[config.mk]
export PLATFORM = sky130hd
export DESIGN_NAME = hamming_frame_acc
export DESIGN_NICKNAME = d
export VERILOG_FILES = /design/src/rtl/hamming_frame_acc_pkg.sv /design/src/rtl/hamming16.sv /design/src/rtl/hamming_frame_acc.sv
export SDC_FILE = /design/constraint.sdc
export NUM_CORES = 1
export LEC_CHECK = 0
export CAP_MARGIN = 5
export CORE_MARGIN = 4
export CORE_UTILIZATION = 25
export CTS_CLUSTER_SIZE = 28
export DETAILED_ROUTE_END_ITERATION = 10
export SLEW_MARGIN = 10
export SYNTH_ARGS = -nofsm -noshare
export SYNTH_HDL_FRONTEND = slang
export SYNTH_SLANG_ARGS = --single-unit
[constraint.sdc]
create_clock -name clk -period 14.6 [get_ports clk]
set_clock_uncertainty 0.2 [all_clocks]
set_input_delay 2.92 -clock clk [delete_from_list [all_inputs] [get_ports clk]]
set_output_delay 2.92 -clock clk [all_outputs]
set_load 0.02 [all_outputs]
[src/rtl/hamming_frame_acc_pkg.sv]
// Shared constants and FSM state type for the hamming frame accumulator slice.
package hamming_pkg;

  localparam int unsigned WORD_WIDTH = 16;
  localparam int unsigned POP_WIDTH  = 5;

  typedef enum logic {
    ACCUM = 1'b0,
    HOLD  = 1'b1
  } acc_state_t;

endpackage

[src/rtl/hamming16.sv]
// Population count of one 16-bit word (pure combinational).
module hamming16
  import hamming_pkg::*;
(
  input  logic [WORD_WIDTH-1:0] data_i,
  output logic [POP_WIDTH-1:0]  count_o
);

  always_comb begin
    count_o = '0;
    for (int unsigned i = 0; i < WORD_WIDTH; i++) begin
      count_o = count_o + POP_WIDTH'(data_i[i]);
    end
  end

endmodule

[src/rtl/hamming_frame_acc.sv]
// Per-frame popcount/word-count accumulator on valid/ready streams.
// HAMMING_FRAME_ACC_SAT_EN: saturate accumulators and report clipping on out_ovf.
module hamming_frame_acc
  import hamming_pkg::*;
#(
  parameter int unsigned ACC_WIDTH = 12
) (
  input  logic                  clk,
  input  logic                  reset,
  input  logic                  in_valid,
  output logic                  in_ready,
  input  logic [WORD_WIDTH-1:0] in_data,
  input  logic                  in_last,
  output logic                  out_valid,
  input  logic                  out_ready,
  output logic [ACC_WIDTH-1:0]  out_total,
  output logic [ACC_WIDTH-1:0]  out_words,
  output logic                  out_ovf
);

  acc_state_t           state_q, state_d;
  logic [ACC_WIDTH-1:0] acc_total_q, acc_total_d;
  logic [ACC_WIDTH-1:0] acc_words_q, acc_words_d;
  logic                 acc_ovf_q, acc_ovf_d;
  logic [ACC_WIDTH-1:0] out_total_q, out_total_d;
  logic [ACC_WIDTH-1:0] out_words_q, out_words_d;
  logic                 out_ovf_q, out_ovf_d;

  logic [POP_WIDTH-1:0] pop;
  logic [ACC_WIDTH-1:0] tot_next, words_next;
  logic                 ovf_beat;
  logic                 accept;

  hamming16 u_pop (
    .data_i  (in_data),
    .count_o (pop)
  );

`ifdef HAMMING_FRAME_ACC_SAT_EN
  logic [ACC_WIDTH:0] tot_sum, words_sum;

  always_comb begin
    tot_sum    = {1'b0, acc_total_q} + (ACC_WIDTH+1)'(pop);
    words_sum  = {1'b0, acc_words_q} + (ACC_WIDTH+1)'(1);
    tot_next   = tot_sum[ACC_WIDTH]   ? '1 : tot_sum[ACC_WIDTH-1:0];
    words_next = words_sum[ACC_WIDTH] ? '1 : words_sum[ACC_WIDTH-1:0];
    ovf_beat   = tot_sum[ACC_WIDTH] | words_sum[ACC_WIDTH];
  end
`else
  always_comb begin
    tot_next   = acc_total_q + ACC_WIDTH'(pop);
    words_next = acc_words_q + ACC_WIDTH'(1);
    ovf_beat   = 1'b0;
  end
`endif

  // HOLD passes out_ready straight through so a retiring result never costs a bubble.
  assign out_valid = (state_q == HOLD);
  assign in_ready  = (state_q == ACCUM) | out_ready;
  assign accept    = in_valid & in_ready;
  assign out_total = out_total_q;
  assign out_words = out_words_q;
  assign out_ovf   = out_ovf_q;

  always_comb begin
    state_d     = state_q;
    acc_total_d = acc_total_q;
    acc_words_d = acc_words_q;
    acc_ovf_d   = acc_ovf_q;
    out_total_d = out_total_q;
    out_words_d = out_words_q;
    out_ovf_d   = out_ovf_q;

    if (state_q == HOLD && out_ready) begin
      state_d = ACCUM;
    end

    // Accumulators are already clear in HOLD, so the same adder serves both states.
    if (accept) begin
      if (in_last) begin
        out_total_d = tot_next;
        out_words_d = words_next;
        out_ovf_d   = acc_ovf_q | ovf_beat;
        acc_total_d = '0;
        acc_words_d = '0;
        acc_ovf_d   = 1'b0;
        state_d     = HOLD;
      end else begin
        acc_total_d = tot_next;
        acc_words_d = words_next;
        acc_ovf_d   = acc_ovf_q | ovf_beat;
      end
    end
  end

  always_ff @(posedge clk) begin
    if (reset) begin
      state_q     <= ACCUM;
      acc_total_q <= '0;
      acc_words_q <= '0;
      acc_ovf_q   <= 1'b0;
      out_total_q <= '0;
      out_words_q <= '0;
      out_ovf_q   <= 1'b0;
    end else begin
      state_q     <= state_d;
      acc_total_q <= acc_total_d;
      acc_words_q <= acc_words_d;
      acc_ovf_q   <= acc_ovf_d;
      out_total_q <= out_total_d;
      out_words_q <= out_words_d;
      out_ovf_q   <= out_ovf_d;
    end
  end

endmodule

run_1/placement.png
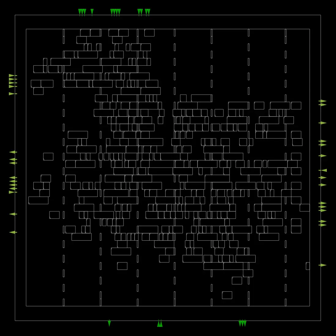
# fillers: 1182
fraction of area in registers: 0.2808
Core Area: 0.01094 mm2
Util after Layout: 0.3195

run_1/wires.png
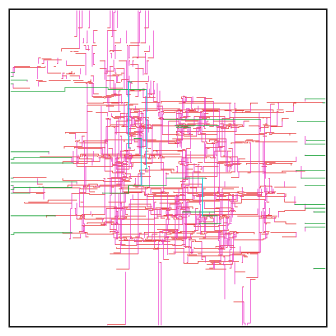
legend:
  green:
    layer: metal 3
    wire_length: 440 um
  red:
    layer: metal 1
    wire_length: 3140 um
  magenta:
    layer: metal 2
    wire_length: 2650 um
  cyan:
    layer: metal 4
    wire_length: 83.0 um
average routed wire per standard cell: 12.52 um
GR Util All Layers: 0.09774

run_1/clk_routes.png
Scale bar: 20 um.
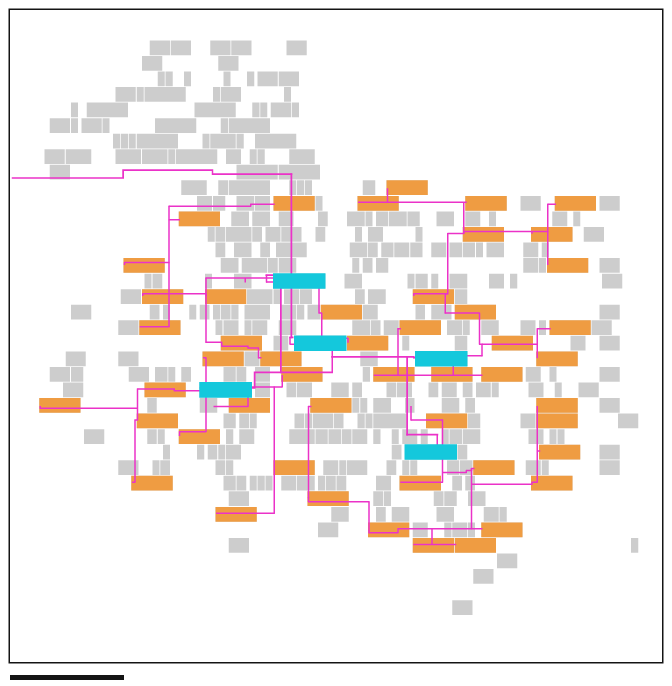
legend:
  cyan:
    item: clock drivers
    count: 5
  orange:
    item: flip-flops
    count: 49
  magenta:
    item: clock wires
    length: 691 um
routed clock nets: 6
share of power burned in the clock network: 0.268
Clk. pwr: 116 uW

==> impl_metrics.toml, run 1 <==
# physical design summary
[clock_network]
cts_setup_buffers = 0
cts_root_buf = "clkbuf_16"
htreeDepth = 2
cts.reportedPaths.clkPinSlew_ns = 0.07
cts_tree = "yes"
cts_made_buffers = 5
clock_latency_ns = 0.29
hold_buffers = 0
ctsResizeCount = 0
clockBufferDepth = 2
cts_sinks = 49

[final_timing]
min_period_ns = 8.102
whs_ns = 0.2585
max_freq_mhz = 123.4
period_used_share = 0.5549
slew_violations = 0
setup_viol = 0
rsz0062_at_grt = "false"
tns_ns = 0
worstMarginPinSlew_ns = 0.8298
max-slew-margin-rel = 0.4455
hold_viol = 0

[synthesis]
ys_warn_count = 0
ff_type = "dfxtp_1"
async_reset_ff_frac = 0
synth_flops = 49
syn_nets = 372
aoi_share = 0.1682
ys_sh_mux = 0.003560
seq_area_frac_synth = 0.3489
yosysChipArea_mm2 = 0.002811
synthCells = 329
syn_area_per_cell_um2 = 8.545
synth_cell_types = 44
ys_cells = 329
xor_share = 0.06231
ys_sh_simple = 0.2096
top_logic_kind = "simple AND/OR/NAND/NOR gates"
adder_share = 0.1273
synth_area_mm2 = 0.002811
edf_count = 0

[drt]
num_vias = 2301
wirelength_um = 6308
route.met3.wl_um = 439
route.detailed.drc = 0
dr.max_layer_used = "met4"
drt.antenna.violating_nets = 0
drtIter0Drc = 151
wl_met2_um = 2647
via_per_inst = 4.565
drt-met1-wl_um = 3138
first_pass_iters = 4

[power]
power.leakage_uw = 0.001296
powerDensity_mw_per_mm2 = 123.8
ir_drop_uv = 48.74

[placed_design]
gp_congestion = 0.8473
dp_hpwl_um = 4542
place_area_mm2 = 0.003346
io_buffers = 46

[critical_path]
r2r-end = "acc_total_q[6]$_SDFFE_PP0P_"
worst-path-buf-inv = 2
worst-setup-path-type = "input pin to flip-flop"
path_cells = "clkdlybuf4s50_1 > ha_1 > inv_1 > fa_1 > fa_1 > fa_1 > fa_1 > fa_1 > fa_1 > nor2b_1 > o21a_1 > ha_1 > and2_4 > a221oi_2 > a21oi_1 > xnor2_1 > a211oi_1"
slowest_delay_ns = 0.54
r2r_start = "acc_total_q[0]$_SDFFE_PP0P_"
critPathLaunch = "in_data[0]"
path_depth = 17
rr_worst_depth = 8
crit_end = "out_total[9]$_SDFFE_PP0P_"
arrival_ns = 8.10
crit_path_max_fanout = 4
ff2ff_setup_slack_ns = 12.17
path_common_cell = "fa_1"
crit_path_top_delay_cell = "fa_1"
worstPathRequired_ns = 14.60
critPathTopFamily = "adder cells"
worstSetupEndpointType = "flip-flop"
start_kind = "input pin"

[global_route]
grt_max_degree = 54
gr-max-usage-layer = "met2"
globalRouteMet3Util = 0.03236
grt.overflow.total = 0
first_global_vias = 2187
met1_usage = 0.1396
met2_usage = 0.1413
grt_pass1_wl_um = 10410
antenna_found_initial = 0

[cells_and_area]
area_growth_pct = 24.25
nets = 406
design_area_mm2 = 0.003493
diodes = 0
drive_gt1_frac = 0.04670

[floorplan]
chip_area_mm2 = 0.01301
die_w_um = 114.0
fp_util = 0.2571
dieHeight_um = 114.0
num_io_pins = 48
num_rows = 38

[run]
warnings = 26
maxCapViolCount = 0

[status]
status = "finished, final reports clean"

[hold_path]
min_path_type = "flip-flop to flip-flop"
==> run 1: metrics by stage <==
step                      std cells  setup slack, ns    util  total power, uW
final                           504            6.498  0.3195            432.5
after CTS                       504            6.476  0.3195            439.0
after floorplan                 329            6.895       -            273.0
after detailed placement        496            6.198  0.3060            320.8
after global placement          496            6.308  0.3060            317.7
after global routing            504            6.203  0.3195            464.9
==> run 1: synth_stat cells, types with 3 or more instances <==
cell type | instances | share of area
fa_1 | 11 | 0.078
xor2_1 | 11 | 0.034
dfxtp_1 | 49 | 0.35
clkbuf_1 | 11 | 0.015
inv_1 | 28 | 0.037
xnor2_1 | 9 | 0.028
a21oi_1 | 22 | 0.039
nor2_1 | 39 | 0.052
nand3_1 | 6 | 0.011
o21ai_0 | 13 | 0.023
nand3_2 | 3 | 0.011
a22oi_1 | 5 | 0.013
nand3b_1 | 14 | 0.037
a31oi_1 | 7 | 0.016
nand2_1 | 22 | 0.029
a211oi_1 | 16 | 0.043
and3_1 | 5 | 0.011
buf_2 | 4 | 0.0071
buf_6 | 3 | 0.012
nor3_1 | 4 | 0.0071
nor2b_1 | 3 | 0.0067
ha_1 | 11 | 0.049
or3_1 | 8 | 0.018
==> run 1: cells in the final DEF (no fill, tap or decap), drive strengths merged, types with 8 or more instances in the layout <==
master,Yosys,layout
clkdlybuf4s50,0,46
ha,11,11
nor2,39,39
nand2,22,22
or3,8,8
fa,11,11
dfxtp,49,49
inv,28,28
a211oi,16,16
a21oi,22,22
xor2,11,11
nand3b,14,14
o21ai,13,13
xnor2,9,9
nand3,9,9
==> run 1: state kept, by name, summed over array words and instances (netlist names) <==
signal and count:
acc_total_q 12, acc_words_q 12, out_total 12, out_words 12, out_valid 1
==> run 1: worst min-delay path by stage <==
stage                                            from                           to  slack (ns)  depth (start not counted)
final                     acc_total_q[0]$_SDFFE_PP0P_  acc_total_q[0]$_SDFFE_PP0P_        0.26                          2
after global routing      acc_total_q[0]$_SDFFE_PP0P_  acc_total_q[0]$_SDFFE_PP0P_        0.29                          2
after CTS                 acc_total_q[0]$_SDFFE_PP0P_  acc_total_q[0]$_SDFFE_PP0P_        0.26                          2
after detailed placement  acc_total_q[0]$_SDFFE_PP0P_  acc_total_q[0]$_SDFFE_PP0P_        0.25                          2
after global placement      out_total[0]$_SDFFE_PP0P_    out_total[0]$_SDFFE_PP0P_        0.25                          2
after floorplan           acc_total_q[0]$_SDFFE_PP0P_  acc_total_q[0]$_SDFFE_PP0P_        0.24                          2
==> run 1: tightest hold or removal path, delay by kind of cell, from the launching register on <==
kind,cells,cell delay [ns]
AND-OR/OR-AND,1,0.05
flip-flops,1,0.31
AND/OR/NAND/NOR,1,0.05
==> run 1: final cells by class <==
class | count | area [um2] | area share
inverter | 28 | 105.1 | 0.03009
multi-input combinational | 231 | 1609 | 0.4606
timing repair buffer | 48 | 475.5 | 0.1361
tap | 140 | 175.2 | 0.05014
sequential | 49 | 980.9 | 0.2808
clock inverter | 3 | 22.52 | 0.006447
clock buffer | 5 | 125.1 | 0.03582
==> run 1: where the power goes <==
part | internal, uW | switching [uW] | total, uW
clock network | 63.8 | 51.9 | 116
registers | 144 | 5.91 | 150
logic | 75.0 | 91.6 | 167
total | 283 | 149 | 432
==> run 2: changes to the inputs <==
==> constraint.sdc (replaced) <==
create_clock -name clk -period 6.5 [get_ports clk]
set_clock_uncertainty 0.2 [all_clocks]
set_input_delay 1.3 -clock clk [delete_from_list [all_inputs] [get_ports clk]]
set_output_delay 1.3 -clock clk [all_outputs]
set_load 0.02 [all_outputs]
run_2/clk_routes.png
Scale bar: 20 um.
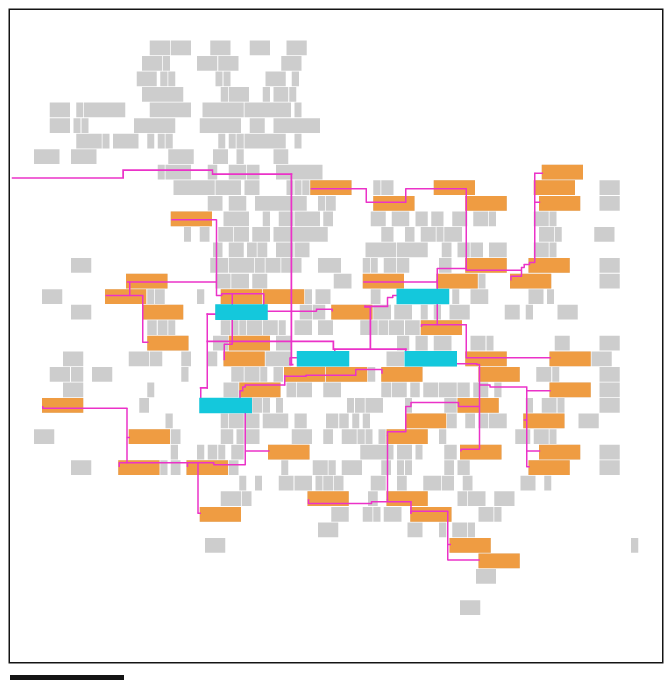
legend:
  magenta:
    item: clock wires
    length: 626 um
  cyan:
    item: clock drivers
    count: 5
  orange:
    item: flip-flops
    count: 49
routed clock nets: 6
Clk. pwr: 255 uW
clk_lat worst skew: 0.28 ns
share of power burned in the clock network: 0.245

run_2/placement.png
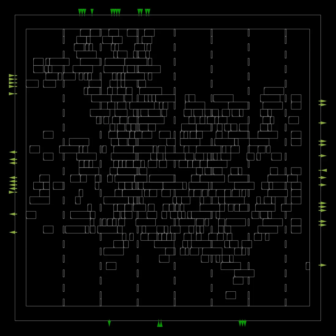
Tapcells: 140
final std cells w/o fill: 513
Util after Layout: 0.3304
# fillers: 1201
Flops: 49

==> run 2 against run 1 <==
Effect of this change:
- combinational power went up to 2.7 times the previous value
- count of clock-buffer cells in the layout is 1 higher
- total power is 140% higher
- cell area up 3.4%
- die area stayed put
- global-route usage is 0.17 points higher
- largest cell class unchanged
==> impl_metrics.toml, run 2 <==
# physical design summary
[status]
status = "finished, final reports clean"

[synthesis]
edf_count = 0
largest_area_cell = "dfxtp_1"
syn_nets = 372
ys_warn_count = 0
yosysChipArea_mm2 = 0.002811
ys_cells = 329
synth_cell_types = 44
synth_flops = 49
synthCells = 329
seq_area_frac_synth = 0.3489
netlist_top_cells_area = "dfxtp_1 35%, fa_1 7.8%, nor2_1 5.2%, ha_1 4.9%, a211oi_1 4.3%"
async_reset_ff_frac = 0
ff_type = "dfxtp_1"
yosysMostFrequentCell = "dfxtp_1"
syn_area_per_cell_um2 = 8.545
common_cells = "49 x dfxtp_1, 39 x nor2_1, 28 x inv_1, 22 x a21oi_1, 22 x nand2_1"
top_area_frac = 0.3489
synth_area_mm2 = 0.002811

[power]
power_uw = 1042
ir_drop_uv = 145.1
power.leakage_uw = 0.001343
powerDensity_mw_per_mm2 = 288.3

[hold_path]
min_path_type = "flip-flop to flip-flop"
worstHoldStart = "out_words[6]$_SDFFE_PP0P_"

[floorplan]
num_io_pins = 48
chip_area_mm2 = 0.01301
num_rows = 38
core_area_mm2 = 0.01094
fp_util = 0.2571

[global_route]
antenna_found_initial = 0
grt_use_total = 0.09939
grt.overflow.total = 0
first_global_vias = 2264
grt_max_degree = 54
grt_pass1_wl_um = 10500

[final_timing]
slew_violations = 0
rsz0062_at_grt = "false"
worstMarginPinSlew_ns = 0.7929
period_used_share = 0.9565
max-slew-margin-rel = 0.4701
min_period_ns = 6.217
setup_viol = 0
hold_viol = 0
tns_ns = 0
max_freq_mhz = 160.8

[clock_network]
cts_made_buffers = 5
cts_sinks = 49
htreeDepth = 2
cts_tree = "yes"
cts_root_buf = "clkbuf_16"
cts.reportedPaths.clkPinSlew_ns = 0.07
hold_buffers = 0
clockBufferDepth = 2

[cells_and_area]
drive_gt1_frac = 0.08847
layout_top_cells = "49 x dfxtp_1, 44 x clkdlybuf4s50_1, 39 x nor2_1, 27 x inv_1, 22 x nand2_1"
lay_top_count = "dfxtp_1"
nets = 415
area_growth_pct = 28.53
diodes = 0

[drt]
via_per_inst = 4.556
wirelength_um = 6404
drtIter0Drc = 98
wl_per_cell_um = 12.48
route.detailed.drc = 0
drt.antenna.violating_nets = 0
first_pass_iters = 4
num_vias = 2337

[critical_path]
worstPathRequired_ns = 6.52
r2r_start = "acc_total_q[0]$_SDFFE_PP0P_"
worst-setup-path-type = "input pin to flip-flop"
crit_path_top_delay_cell = "fa_1"
critPathTopFamily = "adder cells"
arrival_ns = 6.23
slowest_delay_ns = 0.53
crit_path_max_fanout = 4
worstSetupEndpointType = "flip-flop"
worst-path-buf-inv = 2
path_common_cell = "fa_1"
start_kind = "input pin"
critPathLaunch = "in_data[6]"
path_cells = "clkdlybuf4s50_1 > inv_1 > fa_1 > fa_1 > fa_1 > fa_1 > fa_2 > fa_2 > fa_2 > and2b_1 > o31a_1 > o2111ai_2 > or3_1 > a31oi_1"

[placed_design]
dp_hpwl_um = 4686
gp_congestion = 0.8366
dp.cells = 503

[run]
maxCapViolCount = 0
warnings = 26
run_2/io_placement.png
Pins as bars across the die edge, other pins in grey.
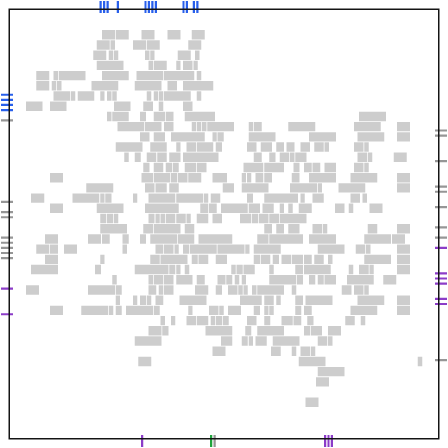
legend:
  purple:
    port: out_words
    pins: 12
    direction: output
    edge: 6 right, 4 bottom, 2 left
  green:
    port: in_valid
    pins: 1
    direction: input
    edge: bottom
  blue:
    port: in_data
    pins: 16
    direction: input
    edge: 12 top, 4 left
chip width: 114.0 um
Port-buffer cells: 46
die height: 114.0 um

==> run 2: cell types whose count changed in the layout (fill, tap and decap cells not counted), sizes merged <==
cell           before  now
clkbuf              5    6
clkinvlp            0    2
buf                 2   11
clkdlybuf4s50      46   44
dlymetal6s2s        0    2
clkinv              3    0
==> run 2: path summary, 6_finish.rpt <==
kind | slack (ns) | cells past startpoint | end
worst max-delay path | 0.28 | 14 | acc_total_q[10]$_SDFFE_PP0P_
worst min register to register | 0.27 | 2 | out_words[6]$_SDFFE_PP0P_
worst max register to register | 4.12 | 8 | acc_total_q[10]$_SDFFE_PP0P_
worst min-delay path | 0.27 | 2 | out_words[6]$_SDFFE_PP0P_
==> run 2: what timing repair did <==
action | 4_1_cts | 5_1_grt
setup buffers | 0 | 2
setup endpoints to repair | 0 | 14
gates resized | 0 | 13
hold endpoints to repair | 0 | 0
==> run 2: per-layer routing <==
metal / GRT usage / routed length (um) / part of all wire
met1: 0.1363 / 3210 / 0.50
met2: 0.1530 / 2797 / 0.44
met3: 0.03130 / 341 / 0.053
met4: 0.02296 / 54 / 0.0084
met5: 0 / 0 / 0
==> run 2: kinds of logic (layout without fill, tap and decap cells) <==
family | count (synthesis) | in the layout | synth area share
AND/OR/NAND/NOR | 113 | 113 | 0.2096
AND-OR/OR-AND | 74 | 74 | 0.1682
flip-flops | 49 | 49 | 0.3489
buffers and inverters | 49 | 93 | 0.07877
adder cells (fa/ha/maj) | 22 | 22 | 0.1273
XOR/XNOR | 20 | 20 | 0.06231
other | 1 | 1 | 0.001334
multiplexers | 1 | 1 | 0.003560
==> run 2: worst reg2reg max path, delay by kind of cell (launching register included) <==
kind                     cells  cell delay [ns]
AND-OR/OR-AND                3             0.58
AND/OR/NAND/NOR              2             0.59
adder cells (fa/ha/maj)      2             0.54
buffers and inverters        1             0.07
flip-flops                   1             0.34
==> run 2: power by group <==
part	leakage, uW	internal (uW)	switching [uW]	total (uW)
clock	0.0000631	143	112	255
combinational	0.000881	222	225	448
sequential	0.000399	324	15.4	339
total	0.00134	689	353	1040
==> run 2: cell type report <==
| type | count | area, um2 |
|---|---|---|
| clock buffer | 6 | 128.9 |
| inverter | 28 | 105.1 |
| tap | 140 | 175.2 |
| fill | 1201 | 7322 |
| clock inverter | 2 | 15.01 |
| timing repair buffer | 57 | 551.8 |
| multi-input combinational | 231 | 1657 |
| sequential | 49 | 980.9 |
==> run 2: stage by stage <==
step | instance area, um2 | hold WS (ns) | setup slack [ns]
6_report | 3613 | 0.2703 | 0.2828
3_5_place_dp | 3398 | 0.2638 | -0.2498
3_3_place_gp | 3398 | 0.2471 | -0.1744
5_1_grt | 3613 | 0.3006 | 0.07262
4_1_cts | 3542 | 0.2807 | 0.04655
2_1_floorplan | 2811 | 0.2362 | 0.4145
==> run 3: changes to the inputs <==
--- a/config.mk
+++ b/config.mk
@@ -10,6 +10,7 @@
 export CORE_UTILIZATION = 25
 export CTS_CLUSTER_SIZE = 28
 export DETAILED_ROUTE_END_ITERATION = 10
+export SETUP_SLACK_MARGIN = 0.05
 export SLEW_MARGIN = 10
 export SYNTH_ARGS = -nofsm -noshare
 export SYNTH_HDL_FRONTEND = slang
==> constraint.sdc (replaced) <==
create_clock -name clk -period 5.76 [get_ports clk]
set_clock_uncertainty 0.2 [all_clocks]
set_input_delay 1.152 -clock clk [delete_from_list [all_inputs] [get_ports clk]]
set_output_delay 1.152 -clock clk [all_outputs]
set_load 0.02 [all_outputs]
run_3/io_placement.png
Pins as bars across the die edge, other pins in grey.
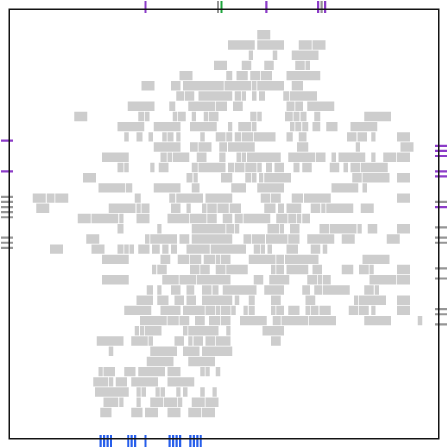
legend:
  blue:
    port: in_data
    pins: 16
    direction: input
    edge: bottom
  green:
    port: in_valid
    pins: 1
    direction: input
    edge: top
  purple:
    port: out_words
    pins: 12
    direction: output
    edge: 6 right, 4 top, 2 left

run_3/wires.png
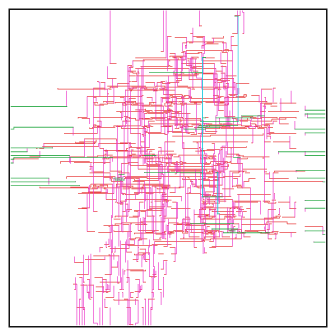
legend:
  cyan:
    layer: metal 4
    wire_length: 103 um
  red:
    layer: metal 1
    wire_length: 3070 um
  magenta:
    layer: metal 2
    wire_length: 2980 um
  green:
    layer: metal 3
    wire_length: 468 um

==> run 3 against run 2 <==
Effect of this change:
- the run now ends with setup timing left
- synthesized area stayed put
- largest cell class unchanged
- largest power group unchanged
- die area did not move
- non-clock buffer count increased by 11
- synthesized cell count is the same
==> impl_metrics.toml, run 3 <==
# physical design summary
[drt]
num_vias = 2421
drt.antenna.violating_nets = 0
wirelength_um = 6619
via_per_inst = 4.620
first_pass_iters = 4
route.detailed.drc = 0
drtIter0Drc = 118
wl_per_cell_um = 12.63

[floorplan]
core_area_mm2 = 0.01094
num_io_pins = 48
num_rows = 38
chip_area_mm2 = 0.01301
die_w_um = 114.0
dieHeight_um = 114.0

[run]
warnings = 29
maxCapViolCount = 0

[synthesis]
async_reset_ff_frac = 0
synth_area_mm2 = 0.002811
syn_area_per_cell_um2 = 8.545
netlist_top_cells_area = "dfxtp_1 35%, fa_1 7.8%, nor2_1 5.2%, ha_1 4.9%, a211oi_1 4.3%"
edf_count = 0
ff_type = "dfxtp_1"
top_area_frac = 0.3489
ys_warn_count = 0
syn_nets = 372
synth_cell_types = 44
largest_area_cell = "dfxtp_1"
synthCells = 329
seq_area_frac_synth = 0.3489
synth_flops = 49
ys_cells = 329

[hold_path]
worstHoldStart = "out_words[6]$_SDFFE_PP0P_"
min_path_type = "flip-flop to flip-flop"

[critical_path]
slowest_delay_ns = 0.51
critPathTopFamily = "adder cells"
worst-setup-path-type = "input pin to flip-flop"
start_kind = "input pin"
arrival_ns = 5.72
path_cells = "buf_6 > ha_4 > inv_2 > fa_1 > fa_1 > fa_1 > fa_1 > fa_2 > fa_2 > xnor2_2 > ha_1 > and2b_1 > o31a_1 > o2111ai_2 > buf_4 > xor2_1 > a211oi_1"
worst-path-buf-inv = 3
crit_path_top_delay_cell = "fa_1"
path_common_cell = "fa_1"
critPathLaunch = "in_data[0]"

[power]
powerDensity_mw_per_mm2 = 352.1
power_uw = 1356
power.leakage_uw = 0.001426

[clock_network]
cts_tree = "yes"
clockBufferDepth = 2
clock_latency_ns = 0.29
cts_root_buf = "clkbuf_16"
cts.reportedPaths.clkPinSlew_ns = 0.07
htreeDepth = 2
cts_sinks = 49

[cells_and_area]
drive_gt1_frac = 0.1667
lay_top_count = "dfxtp_1"
nets = 426
area_growth_pct = 37.03
final_core_util = 0.3523
diodes = 0

[global_route]
first_global_vias = 2315
grt.overflow.total = 0

[final_timing]
setup_viol = 2
hold_viol = 0
rsz0062_at_grt = "true"
max_freq_mhz = 173.5
worstMarginPinSlew_ns = 0.7936
min_period_ns = 5.763
slew_violations = 0
setup_ws_ns = -0.003473

[status]
status = "complete, but fails checks"
violations = "setup timing"

[placed_design]
gp_congestion = 0.7779
run_3/clk_routes.png
Scale bar: 20 um.
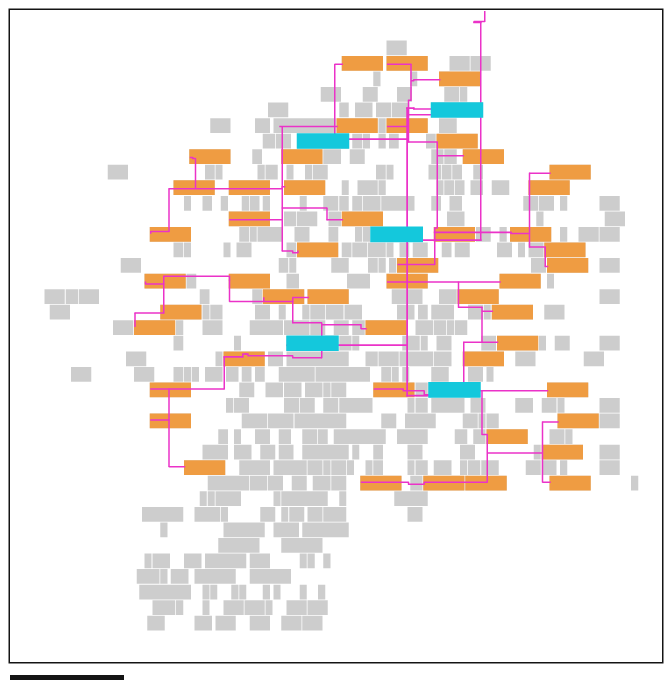
legend:
  cyan:
    item: clock drivers
    count: 5
  magenta:
    item: clock wires
    length: 670 um
  orange:
    item: flip-flops
    count: 49
routed clock nets: 6

==> run 3: final cells by class <==
class,instances,area [um2]
Clock buffer,5,125.1
Fill cell,1127,7083
Sequential cell,49,980.9
Inverter,28,105.1
Timing Repair Buffer,68,633.1
Multi-Input combinational cell,231,1768
Clock inverter,3,65.06
Tap cell,140,175.2
==> run 3: report_power, final <==
group	internal, uW	switching (uW)	total (uW)
clock network	248	131	379
logic	301	293	594
registers	366	17.8	383
total	914	442	1360
==> run 3: cell families (layout without fill, tap and decap cells) <==
logic type / Yosys count / in the layout / share of synthesized area
flops: 49 / 49 / 0.3489
mux: 1 / 1 / 0.003560
buf+inv: 49 / 104 / 0.07877
other cells: 1 / 1 / 0.001334
simple gates: 113 / 113 / 0.2096
xor+xnor: 20 / 20 / 0.06231
fa+ha+maj: 22 / 22 / 0.1273
compound gates: 74 / 74 / 0.1682
==> run 3: repair_timing <==
action / CTS / global route
resized: 22 / 21
pin swaps: 21 / 27
setup endpoints to repair: 20 / 17
setup buffers: 4 / 5
gates cloned: 0 / 0
hold buffers: 0 / 0
==> run 3: worst paths after layout <==
check,depth (start not counted),end,slack (ns)
worst max-delay path,17,out_total[8]$_SDFFE_PP0P_,-0.003
worst max register to register,8,acc_total_q[10]$_SDFFE_PP0P_,3.36
worst min-delay path,2,out_words[6]$_SDFFE_PP0P_,0.26
worst min register to register,2,out_words[6]$_SDFFE_PP0P_,0.26
==> run 3: stage by stage <==
stage          cells  setup slack (ns)  hold slack (ns)  area, um2    TNS, ns
2_1_floorplan    329          -0.08329           0.2362       2848    -0.3121
3_3_place_gp     507           -0.6900           0.2452       3465     -11.40
3_5_place_dp     507           -0.7777           0.2514       3465     -12.85
4_1_cts          519          -0.04290           0.2622       3716    -0.1524
5_1_grt          524           -0.1586           0.2745       3852     -1.730
6_report         524         -0.003473           0.2571       3852  -0.003840
==> run 3: per-layer routing <==
layer,share of wire,vias up,global-route usage
li1,-,1222,-
met1,0.46,1128,0.1328
met2,0.45,62,0.1620
met3,0.071,9,0.02812
met4,0.016,0,0.03405
met5,0,-,0
==> run 3: tightest hold or removal path, delay by kind of cell (launching register included) <==
kind / cells / cell delay, ns
AOI/OAI and AO/OA: 1 / 0.05
DFF: 1 / 0.31
and+or+nand+nor: 1 / 0.05
Power is estimated from default activity; no workload was simulated.
